`src/rtl/uart_pkg.sv`:
```
// Shared UART receive definitions.
//   rx_state_e : receiver FSM states
//   PAR_EVEN / PAR_ODD : par_typ encodings
//   PRESC_8 / PRESC_16 / PRESC_32 : legal oversampling ratios
package uart_pkg;

    typedef enum logic [2:0] {
        IDLE,
        START,
        DATA,
        PARITY,
        STOP
    } rx_state_e;

    localparam logic PAR_EVEN = 1'b0;
    localparam logic PAR_ODD  = 1'b1;

    localparam int unsigned PRESC_8  = 8;
    localparam int unsigned PRESC_16 = 16;
    localparam int unsigned PRESC_32 = 32;

endpackage

```
`src/rtl/uart_rx_sampler.sv`:
```
// Per-bit edge counter and 3-point majority sampler for the UART receiver.
// Ports:
//   clk, rst            : clock, synchronous active-high reset
//   rx_i                : (synchronised) serial line
//   run_i               : FSM is inside a frame (counter free-runs)
//   start_i             : start edge detected this cycle (counter loads 1)
//   presc_i             : latched oversampling ratio
//   maj_c_o             : majority of samples at edges h-1, h, h+1 (h = presc/2)
//   sample_valid_c_o    : strobe at edge h+1, maj_c_o is meaningful
//   bit_end_c_o         : strobe at edge presc-1, last cycle of the bit
module uart_rx_sampler
    import uart_pkg::*;
#(
    parameter int unsigned PRESCALE_W = 6
) (
    input  logic                  clk,
    input  logic                  rst,
    input  logic                  rx_i,
    input  logic                  run_i,
    input  logic                  start_i,
    input  logic [PRESCALE_W-1:0] presc_i,
    output logic                  maj_c_o,
    output logic                  sample_valid_c_o,
    output logic                  bit_end_c_o
);

    logic [PRESCALE_W-1:0] edge_cnt_q;
    logic [PRESCALE_W-1:0] half;
    logic [PRESCALE_W-1:0] last;
    logic                  s0_q;
    logic                  s1_q;

    // Sample-point and wrap thresholds derived from the latched ratio.
    always_comb begin
        half = presc_i >> 1;
        last = presc_i - PRESCALE_W'(1);
    end

    // Edge counter plus the two early samples of the majority vote.
    always_ff @(posedge clk) begin
        if (rst) begin
            edge_cnt_q <= '0;
            s0_q       <= 1'b1;
            s1_q       <= 1'b1;
        end else begin
            // The detect cycle itself is edge 0, so the count resumes at 1.
            if (start_i) begin
                edge_cnt_q <= PRESCALE_W'(1);
            end else if (!run_i) begin
                edge_cnt_q <= '0;
            end else if (edge_cnt_q == last) begin
                edge_cnt_q <= '0;
            end else begin
                edge_cnt_q <= edge_cnt_q + PRESCALE_W'(1);
            end

            if (run_i && (edge_cnt_q == (half - PRESCALE_W'(1)))) begin
                s0_q <= rx_i;
            end
            if (run_i && (edge_cnt_q == half)) begin
                s1_q <= rx_i;
            end
        end
    end

    // Third sample is taken live at edge h+1; the FSM registers the vote.
    always_comb begin
        maj_c_o          = (s0_q & s1_q) | (s0_q & rx_i) | (s1_q & rx_i);
        sample_valid_c_o = run_i && (edge_cnt_q == (half + PRESCALE_W'(1)));
        bit_end_c_o      = run_i && (edge_cnt_q == last);
    end

endmodule

```
`src/rtl/uart_rx_frame.sv`:
```
// UART receive framer: start bit, DATA_W data bits LSB first, optional
// parity bit, one stop bit. Clocked at prescale x baud.
// Ports:
//   clk, rst    : clock, synchronous active-high reset
//   RX_IN       : serial line, idles high
//   prescale    : oversampling ratio (8/16/32), latched at frame start
//   par_en      : frame carries a parity bit, latched at frame start
//   par_typ     : 0 even / 1 odd parity, latched at frame start
//   P_DATA      : last good data word (held across frames and errored frames)
//   data_valid  : one-cycle pulse when P_DATA updates
//   par_err     : one-cycle pulse on parity mismatch
//   stp_err     : one-cycle pulse when the stop bit samples 0
//   busy        : FSM outside IDLE
// Optional: define UART_RX_FRAME_SYNC_EN to pass RX_IN through a 2-flop
// synchroniser (reset to 1); all response times then shift by +2 clk.
module uart_rx_frame
    import uart_pkg::*;
#(
    parameter int unsigned DATA_W     = 8,
    parameter int unsigned PRESCALE_W = 6
) (
    input  logic                  clk,
    input  logic                  rst,
    input  logic                  RX_IN,
    input  logic [PRESCALE_W-1:0] prescale,
    input  logic                  par_en,
    input  logic                  par_typ,
    output logic [DATA_W-1:0]     P_DATA,
    output logic                  data_valid,
    output logic                  par_err,
    output logic                  stp_err,
    output logic                  busy
);

    localparam int unsigned BIT_CNT_W = (DATA_W > 1) ? $clog2(DATA_W) : 1;

    rx_state_e             state_q;
    logic [PRESCALE_W-1:0] presc_q;
    logic                  par_en_q;
    logic                  par_typ_q;
    logic [BIT_CNT_W-1:0]  bit_cnt_q;
    logic [DATA_W-1:0]     shift_q;
    logic                  mismatch_q;
    logic                  stop_bad_q;
    logic [DATA_W-1:0]     p_data_q;
    logic                  data_valid_q;
    logic                  par_err_q;
    logic                  stp_err_q;
    logic                  busy_q;

    logic rx_s;
    logic run;
    logic start_det;
    logic maj;
    logic sample_valid;
    logic bit_end;

    // Line conditioning.
`ifdef UART_RX_FRAME_SYNC_EN
    logic [1:0] sync_q;
    always_ff @(posedge clk) begin
        if (rst) begin
            sync_q <= 2'b11;
        end else begin
            sync_q <= {sync_q[0], RX_IN};
        end
    end
    assign rx_s = sync_q[1];
`else
    assign rx_s = RX_IN;
`endif

    assign run       = (state_q != IDLE);
    assign start_det = (state_q == IDLE) && !rx_s;

    uart_rx_sampler #(
        .PRESCALE_W (PRESCALE_W)
    ) u_sampler (
        .clk              (clk),
        .rst              (rst),
        .rx_i             (rx_s),
        .run_i            (run),
        .start_i          (start_det),
        .presc_i          (presc_q),
        .maj_c_o          (maj),
        .sample_valid_c_o (sample_valid),
        .bit_end_c_o      (bit_end)
    );

    // Frame FSM with registered result pulses.
    always_ff @(posedge clk) begin
        if (rst) begin
            state_q      <= IDLE;
            presc_q      <= '0;
            par_en_q     <= 1'b0;
            par_typ_q    <= 1'b0;
            bit_cnt_q    <= '0;
            shift_q      <= '0;
            mismatch_q   <= 1'b0;
            stop_bad_q   <= 1'b0;
            p_data_q     <= '0;
            data_valid_q <= 1'b0;
            par_err_q    <= 1'b0;
            stp_err_q    <= 1'b0;
            busy_q       <= 1'b0;
        end else begin
            data_valid_q <= 1'b0;
            par_err_q    <= 1'b0;
            stp_err_q    <= 1'b0;

            case (state_q)
                IDLE: begin
                    if (!rx_s) begin
                        state_q    <= START;
                        presc_q    <= prescale;
                        par_en_q   <= par_en;
                        par_typ_q  <= par_typ;
                        bit_cnt_q  <= '0;
                        mismatch_q <= 1'b0;
                        stop_bad_q <= 1'b0;
                        busy_q     <= 1'b1;
                    end
                end

                START: begin
                    // A high majority at the bit centre means the low was a glitch.
                    if (sample_valid && maj) begin
                        state_q <= IDLE;
                        busy_q  <= 1'b0;
                    end else if (bit_end) begin
                        state_q <= DATA;
                    end
                end

                DATA: begin
                    if (sample_valid) begin
                        shift_q[bit_cnt_q] <= maj;
                    end
                    if (bit_end) begin
                        if (bit_cnt_q == BIT_CNT_W'(DATA_W - 1)) begin
                            bit_cnt_q <= '0;
                            state_q   <= par_en_q ? PARITY : STOP;
                        end else begin
                            bit_cnt_q <= bit_cnt_q + BIT_CNT_W'(1);
                        end
                    end
                end

                PARITY: begin
                    if (sample_valid) begin
                        mismatch_q <= (maj != ((^shift_q) ^ par_typ_q));
                    end
                    if (bit_end) begin
                        state_q <= STOP;
                    end
                end

                STOP: begin
                    if (sample_valid) begin
                        stop_bad_q <= !maj;
                    end
                    if (bit_end) begin
                        stp_err_q <= stop_bad_q;
                        par_err_q <= par_en_q && mismatch_q;
                        if (!stop_bad_q && !(par_en_q && mismatch_q)) begin
                            data_valid_q <= 1'b1;
                            p_data_q     <= shift_q;
                        end
                        state_q <= IDLE;
                        busy_q  <= 1'b0;
                    end
                end

                default: begin
                    state_q <= IDLE;
                    busy_q  <= 1'b0;
                end
            endcase
        end
    end

    assign P_DATA     = p_data_q;
    assign data_valid = data_valid_q;
    assign par_err    = par_err_q;
    assign stp_err    = stp_err_q;
    assign busy       = busy_q;

endmodule
```
`config.mk`:
```
export PLATFORM = sky130hd
export DESIGN_NAME = uart_rx_frame
export DESIGN_NICKNAME = d
export VERILOG_FILES = /design/src/rtl/uart_pkg.sv /design/src/rtl/uart_rx_sampler.sv /design/src/rtl/uart_rx_frame.sv
export SDC_FILE = /design/constraint.sdc
export NUM_CORES = 1
export LEC_CHECK = 0
export CORE_ASPECT_RATIO = 1.4
export CORE_MARGIN = 5
export CORE_UTILIZATION = 38
export CTS_CLUSTER_DIAMETER = 50
export DETAILED_ROUTE_END_ITERATION = 12
export PLACE_DENSITY = 0.54
export SYNTH_ARGS = -nofsm -noshare
export SYNTH_HDL_FRONTEND = slang
export SYNTH_SLANG_ARGS = --single-unit
```
`constraint.sdc`:
```
create_clock -name clk -period 3 [get_ports clk]
set_input_delay 0.9 -clock clk [delete_from_list [all_inputs] [get_ports clk]]
set_output_delay 0.9 -clock clk [all_outputs]
set_load 0.005 [all_outputs]
```
==> qor.csv, run 1 <==
stage,metric,value,unit
run_status,outcome,completed,
yosys,simple-gate area share of the yosys netlist,24.30,%
yosys,Syn Std Cell Area,0.002517,mm²
yosys,"Chip Area, Yosys",0.002517,mm²
yosys,Area leader share,34.99,%
yosys,mux contribution to synthesized area,7.555,%
yosys,mean post-synth cell area,8.592,µm²
clock_network,setup bufs post-CTS,0,
yosys,aoi share,13.12,%
yosys,synth warn,0,
yosys,Flops after synth,44,
final_timing,"Slew Viols, Final",0,
yosys,"area leader, netlist",dfxtp_1,
yosys,Logic family by area,simple AND/OR/NAND/NOR gates,
yosys,ys async rst share,0,%
clock_network,CTS Buf Count,5,
place,PortBufs,22,
yosys,Dominant flop cell,dfxtp_1,
route,First DRT Iteration DRCs,51,
setup_path,Setup Crit Path Kind,reg -> reg,
setup_path,R2R setup slack,0.37,ns
setup_path,Critical Path AT,2.85,ns
yosys,xor/xnor share,11.48,%
layout,ANT cells,0,
final_timing,Final Critical Period,2.630,ns
setup_path,Worst Setup End Kind,flop,
yosys,"Seq share, synth",34.99,%
clock_network,Clock transition at path regs,0.08,ns
yosys,Cell Type Count,49,
setup_path,R2R cell count,9,
route,Vias/cell,5.317,
clock_network,# H-tree levels,2,
layout,Nets,332,
min_path,hold endpoint,par_typ_q,
min_path,min-delay src,par_typ_q,
route,Total Routed Length,5.873,mm
final_timing,Worst slew margin,46.98,%
clock_network,CTS sink cnt,44,
yosys,Cells after Synth,293,
yosys,Top cells by area,"dfxtp_1 (35%), mux2i_1 (7.6%), xnor2_1 (6.6%), xor2_1 (4.9%), nor2_1 (4.2%)",
layout,Reg area,880.8,µm²
clock_network,worst skew pair latency,0.30,ns
pwr,leakage,1.184,nW
clock_network,"Hold-fix buffers, CTS",0,
yosys,Synth Net Count,311,
final_timing,hold slack,0.4739,ns
clock_network,Root Driver,clkbuf_8,
route,1st-pass router iterations,4,
route,DRC,0,
clock_network,CTS resizes,0,
final_timing,post-route clock period utilization,87.67,%
route,routed len/inst,15.14,µm
grt,antenna violations before repair,0,
place,Final HPWL DP,4.462,mm
layout,layout cells sized above 1,9.873,%
clock_network,worst-case clock buffer depth,2,
grt,GRT Total Usage,14.79,%
setup_path,r2r endpoint,state_q[0],
min_path,Hold Path Depth,2,
floorplan,Top Ports,23,
floorplan,die span in x,78.79,µm
grt,first-pass GRT wire length,9.708,mm
job,tool warning count,28,
floorplan,Die Ht,106.3,µm
floorplan,Core Box Area,0.006525,mm²
final_timing,RSZ-0062 raised after global routing,no,
layout,Filler Cells Inserted,682,
yosys,Synth top cell by count,dfxtp_1,
final_timing,Layout Skew,0.008246,ns
final_timing,# setup viols final,0,
setup_path,Startpoint Class,flop,
clock_network,CTS tree,yes,
layout,logic area,0.001519,mm²
final_timing,Fmax achieved,0.3802,GHz
pwr,Power Density,569.8,mW/mm²
floorplan,floorplan utilization,38.58,%
route,Post-DRT Antenna Nets,0,
[run 1: routing by layer]
metal	share of wire [%]	GRT usage (%)	vias up	wire (µm)
li1	-	-	1044	-
met1	41	16.06	982	2420
met2	54	27.64	28	3170
met3	2.0	2.373	9	115
met4	2.8	6.375	0	165
met5	0	0	-	0
[run 1: metrics by stage]
step                total power [mW]  area [µm²]  utilization (%)  setup slack (ns)  instances
floorplan                      1.147        2517                -            0.4143        293
global placement               1.312        2833            43.41            0.2890        381
detailed placement             1.317        2833            43.41            0.2670        381
CTS                            1.672        2910            44.60            0.3787        388
global route                   1.770        2910            44.60            0.1812        388
finish                         1.658        2910            44.60            0.3699        388
[run 1: worst max path at each step]
stage,startpoint,endpoint,slack (ns),cells after the start
floorplan,presc_q[2],state_q[1],0.41,10
global placement,RX_IN,state_q[1],0.29,5
detailed placement,RX_IN,state_q[1],0.27,5
CTS,presc_q[1],state_q[0],0.38,9
global route,presc_q[2],state_q[0],0.18,9
finish,presc_q[1],state_q[0],0.37,9
[run 1: placed cells by master (no fill, tap or decap), types with 2 or more instances in the layout]
cell type,count
a2111oi_0,2
a21boi_0,2
clkbuf_8,5
and2_1,5
a21oi_1,17
clkdlybuf4s50_1,22
nand3_1,9
inv_1,8
o211ai_1,5
ha_1,7
and3_1,4
nand4b_1,5
nor3b_1,2
o21ai_0,4
nand4_1,6
xnor2_1,19
nand2b_1,16
a31o_2,3
mux2i_1,19
dfxtp_1,44
nor3_1,3
nand2_1,27
buf_4,12
nor2_1,28
xor2_1,14
or3_2,2
[run 1: registers in the layout, summed over array words and instances, names as in the netlist, 3 cells and up]
| register | flops |
|---|---|
| P_DATA | 8 |
| shift_q | 8 |
| presc_q | 6 |
| u_sampler.edge_cnt_q | 6 |
| bit_cnt_q | 3 |
| state_q | 3 |
[run 1: logic make-up after synthesis]
family,Yosys count
adders and majority gates,8
buffers and inverters,28
AOI/OAI and AO/OA,45
DFF,44
and+or+nand+nor,116
xor gates and xnor gates,33
muxes,19
[run 1: worst max-delay path: stages (launching register included)]
cell and delay [ns]:
dfxtp_1 0.34, inv_1 0.08, ha_1 0.20, and2_1 0.17
or4_4 0.49, a2111oi_4 0.46, and2_1 0.34, buf_4 0.18
nand2_4 0.04, a221oi_2 0.24
[run 1: area by class of cell]
| cell class | instances | area share [%] |
|---|---|---|
| clock buffer | 6 | 2.494 |
| clock inverter | 1 | 0.1720 |
| inverter | 8 | 1.032 |
| multi-input combinational | 221 | 52.19 |
| sequential | 44 | 30.27 |
| tap | 74 | 3.181 |
| timing repair buffer | 34 | 10.66 |
[run 1: where the power goes]
part	switching, mW	internal (mW)	leakage [nW]
logic	0.361	0.250	0.786
clock network	0.199	0.159	0.0410
registers	0.0597	0.630	0.357
Run 1, supply network:
Scale bar: 20 µm. Pins as bars on the die edge.
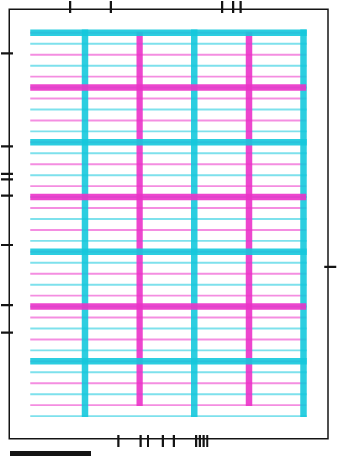
- VDD: magenta
- VSS: cyan
- met4 straps: 5
- met5 straps: 7
- rows: 35

Run 1, cells coloured by class:
Scale bar: 20 µm.
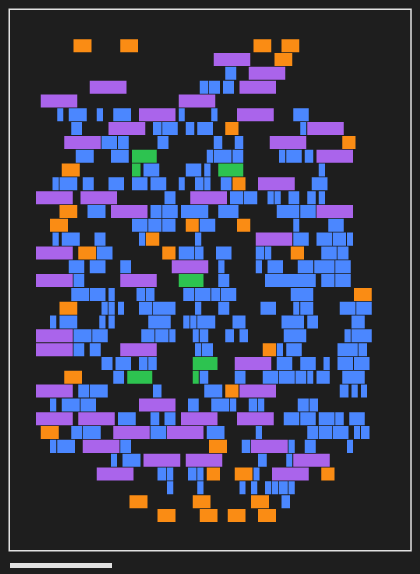
- clock drivers and dummy loads: green (cells 7; share of their area 2.8%)
- other buffers and delay cells: orange (cells 34; share of their area 11%)
- combinational and other logic: blue (cells 229; share of their area 55%)
- flops: purple (cells 44; share of their area 31%)

Run 1, routed clock nets over the placement:
Scale bar: 20 µm.
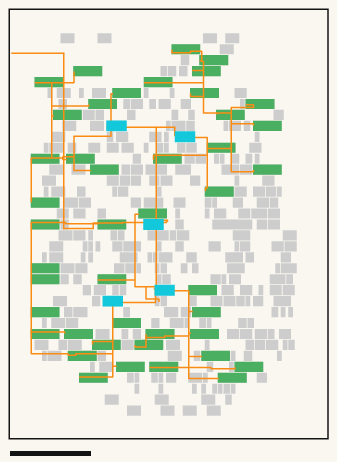
- clock wires: orange (length 622 µm)
- flip-flops: green (count 44)
- clock drivers: cyan (count 5)
- routed clock nets: 6

Run 1, wiring by layer:
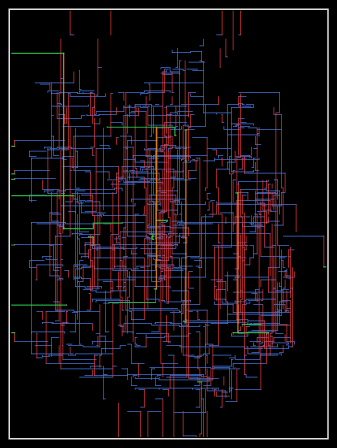

--- run 2 (diff from run 1) ---
--- a/config.mk
+++ b/config.mk
@@ -7,10 +7,11 @@
 export LEC_CHECK = 0
 export CORE_ASPECT_RATIO = 1.4
 export CORE_MARGIN = 5
-export CORE_UTILIZATION = 38
+export CORE_UTILIZATION = 50
 export CTS_CLUSTER_DIAMETER = 50
+export CTS_CLUSTER_SIZE = 30
 export DETAILED_ROUTE_END_ITERATION = 12
-export PLACE_DENSITY = 0.54
+export PLACE_DENSITY = 0.71
 export SYNTH_ARGS = -nofsm -noshare
 export SYNTH_HDL_FRONTEND = slang
 export SYNTH_SLANG_ARGS = --single-unit
==> constraint.sdc (replaced) <==
create_clock -name clk -period 2.23 [get_ports clk]
set_input_delay 0.669 -clock clk [delete_from_list [all_inputs] [get_ports clk]]
set_output_delay 0.669 -clock clk [all_outputs]
set_load 0.005 [all_outputs]
Run 2, wiring by layer:
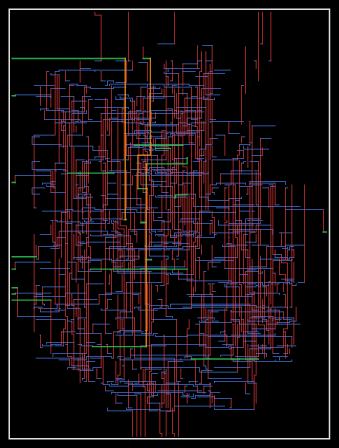
- metal 3: green (wire length 135 µm)
- metal 4: orange (wire length 107 µm)
- metal 1: blue (wire length 2310 µm)
- metal 2: red (wire length 3320 µm)

Run 2, track usage over the die:
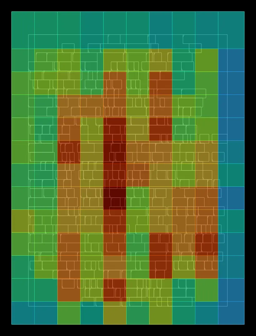
post-layout util: 65.05%
GR peak layer: met2
met2 GRT Util: 36.44%

==> run 2 against run 1 <==
Non-clock buffer count rose by 18. Sequential share of layout area shrank 2.4 points. First-iteration DRC count rose by 73%.
==> qor.csv, run 2 <==
stage,metric,value,unit
final_timing,Layout Skew,0.007584,ns
place,Area after DPL,0.003017,mm²
clock_network,CTS sink cnt,44,
floorplan,Core Box Area,0.004880,mm²
clock_network,worst-case clock buffer depth,2,
grt,first-pass GRT wire length,9.756,mm
yosys,Top cells by area,"dfxtp_1 (35%), mux2i_1 (7.6%), xnor2_1 (6.6%), xor2_1 (4.9%), nor2_1 (4.2%)",
setup_path,CP required,2.48,ns
yosys,synth warn,0,
yosys,"Seq share, synth",34.99,%
clock_network,"Hold-fix buffers, CTS",0,
layout,most frequent logic cell in the layout,dfxtp_1,
yosys,Cell Type Count,49,
setup_path,Worst Setup EP,state_q[1],
yosys,Flops after synth,44,
grt,vias in the first global route,2096,
job,tool warning count,31,
final_timing,Fmax achieved,0.4501,GHz
pwr,VDD IR max,599.5,µV
route,First DRT Iteration DRCs,88,
pwr,leakage,1.317,nW
setup_path,Worst Setup End Kind,flop,
final_timing,Worst slew margin,68.72,%
place,Cells after DPL,389,
yosys,"area leader, netlist",dfxtp_1,
setup_path,r2r endpoint,state_q[1],
pwr,overall power,2.520,mW
route,1st-pass router iterations,4,
clock_network,# H-tree levels,2,
grt,GRT Total Usage,18.70,%
place,Final GP Congestion,0.8831,
floorplan,Top Ports,23,
floorplan,chip area,0.006574,mm²
min_path,worst min path class,reg -> reg,
final_timing,Worst-Margin Slew,0.4658,ns
yosys,Dominant flop cell,dfxtp_1,
yosys,Syn Std Cell Area,0.002517,mm²
route,Vias/cell,5.446,
yosys,Synth Net Count,311,
setup_path,Setup Crit Path Kind,reg -> reg,
route,routed len/inst,14.77,µm
layout,Nets,350,
yosys,"EDFF count, synth",0,
yosys,ys async rst share,0,%
setup_path,Critical Path AT,2.47,ns
route,DRC,0,
pwr,Power Density,793.7,mW/mm²
place,Final HPWL DP,4.591,mm
job,# Max-Cap Violations,0,
min_path,min-delay src,u_sampler.s1_q,
yosys,mean post-synth cell area,8.592,µm²
layout,most instantiated logic cells after routing,"dfxtp_1 (42), nand2_1 (27), buf_4 (27)",
layout,ANT cells,0,
layout,layout cells sized above 1,20.12,%
clock_network,Clock transition at path regs,0.08,ns
setup_path,R2R cell count,9,
final_timing,# setup viols final,0,
grt,grt ovf,0,
yosys,ys cells,293,
final_timing,"Slew Viols, Final",0,
route,Vias,2162,
floorplan,die span in x,69.97,µm
clock_network,Root Driver,clkbuf_8,
final_timing,Final Critical Period,2.222,ns
grt,antenna violations before repair,0,
layout,"Cell Count, Final, Fillers Out",397,
setup_path,Startpoint Class,flop,
place,PortBufs,22,
layout,area grow syn2layout,26.09,%
final_timing,RSZ-0062 raised after global routing,yes,
floorplan,Die Ht,93.96,µm
setup_path,r2r startpoint,presc_q[1],
run_status,outcome,completed,
yosys,synth cell count leaders,"dfxtp_1 (44), nor2_1 (28), nand2_1 (27), mux2i_1 (19), xnor2_1 (19)",
setup_path,R2R setup slack,0.008,ns
grt,largest net degree at the start of global routing,27,
yosys,Cells after Synth,293,
final_timing,Hold Fails Final Rpt,0,
route,Total Routed Length,5.864,mm
yosys,Synth top cell by count,dfxtp_1,
layout,finished layout cell area,0.003174,mm²
clock_network,worst skew pair latency,0.29,ns
final_timing,post-route clock period utilization,99.64,%
route,Post-DRT Antenna Nets,0,
clock_network,setup bufs post-CTS,0,
floorplan,Rows,30,
clock_network,CTS tree,yes,
yosys,"Chip Area, Yosys",0.002517,mm²
yosys,Area leader share,34.99,%
setup_path,crit path from,presc_q[1],
setup_path,crit-path max FO,6,
clock_network,CTS Buf Count,5,
floorplan,floorplan utilization,51.59,%
run 2: cell count changes in the layout (fill, tap and decap cells not counted), moves of 2 or more:
cell	change
buf_4	+15
ha_1	-3
and2_1	-2
and2_4	+2
buf_12	+2
dfxtp_1	-2
dfxtp_2	+2
ha_4	+2
inv_1	-2
inv_4	+2
nor2_1	-2
nor2_2	+2
run 2: repair_timing:
action	in CTS	in global routing
resized	9	5
endpoints found under the setup margin	21	34
gates cloned	0	0
pin swaps	0	15
run 2: metrics by stage:
step           hold slack [ns]  setup slack (ns)  setup TNS, ns
2_1_floorplan           0.4478          -0.01009       -0.05572
3_3_place_gp            0.4669          -0.09868        -0.8051
3_5_place_dp            0.4768           -0.1167         -1.270
4_1_cts                 0.4980        -0.0009610     -0.0009610
5_1_grt                 0.5223           -0.1063         -1.540
6_report                0.4926          0.008059              0
run 2: area by class of cell:
class | instances | area [µm²]
flip-flops and latches | 44 | 883.3
fillers | 415 | 1705
multi-input cells | 221 | 1594
well taps | 64 | 80.08
inverters | 8 | 35.03
repair buffers | 52 | 474.2
clock buffers | 6 | 72.57
clock inverters | 2 | 35.03
run 2: layer usage:
layer  share of wire [%]  GRT usage, %  vias up
li1                    -             -     1088
met1                  39         20.18     1038
met2                  57         36.44       28
met3                 2.3         2.677        8
met4                 1.8         6.550        0
met5                   0             0        -
run 2: worst max-delay path: stages (launching register included):
cell,delay [ns]
dfxtp_2,0.35
inv_4,0.05
ha_4,0.15
and2_4,0.13
or4_4,0.44
a2111oi_4,0.42
and2_4,0.24
buf_6,0.12
a211o_1,0.14
a31o_1,0.13
run 2: kinds of logic after synthesis:
kind of cell	after synthesis	synth area share, %
flops	44	34.99
buf+inv	28	4.672
fa+ha+maj	8	3.877
mux	19	7.555
compound gates	45	13.12
xor+xnor	33	11.48
simple gates	116	24.30
run 2: worst min-delay path by stage:
| stage | to | depth (start not counted) |
|---|---|---|
| 3_3_place_gp | stp_err | 1 |
| 6_report | u_sampler.s1_q | 2 |
| 3_5_place_dp | u_sampler.s1_q | 2 |
| 2_1_floorplan | par_typ_q | 2 |
| 4_1_cts | u_sampler.s1_q | 2 |
| 5_1_grt | stp_err | 1 |
run 2: report_power, final:
part / internal [mW] / switching, mW / total, mW / leakage [nW]
clock: 0.332 / 0.260 / 0.593 / 0.0552
sequential: 0.850 / 0.0782 / 0.928 / 0.357
combinational: 0.461 / 0.538 / 0.999 / 0.904
Power and IR drop assume default switching activity.
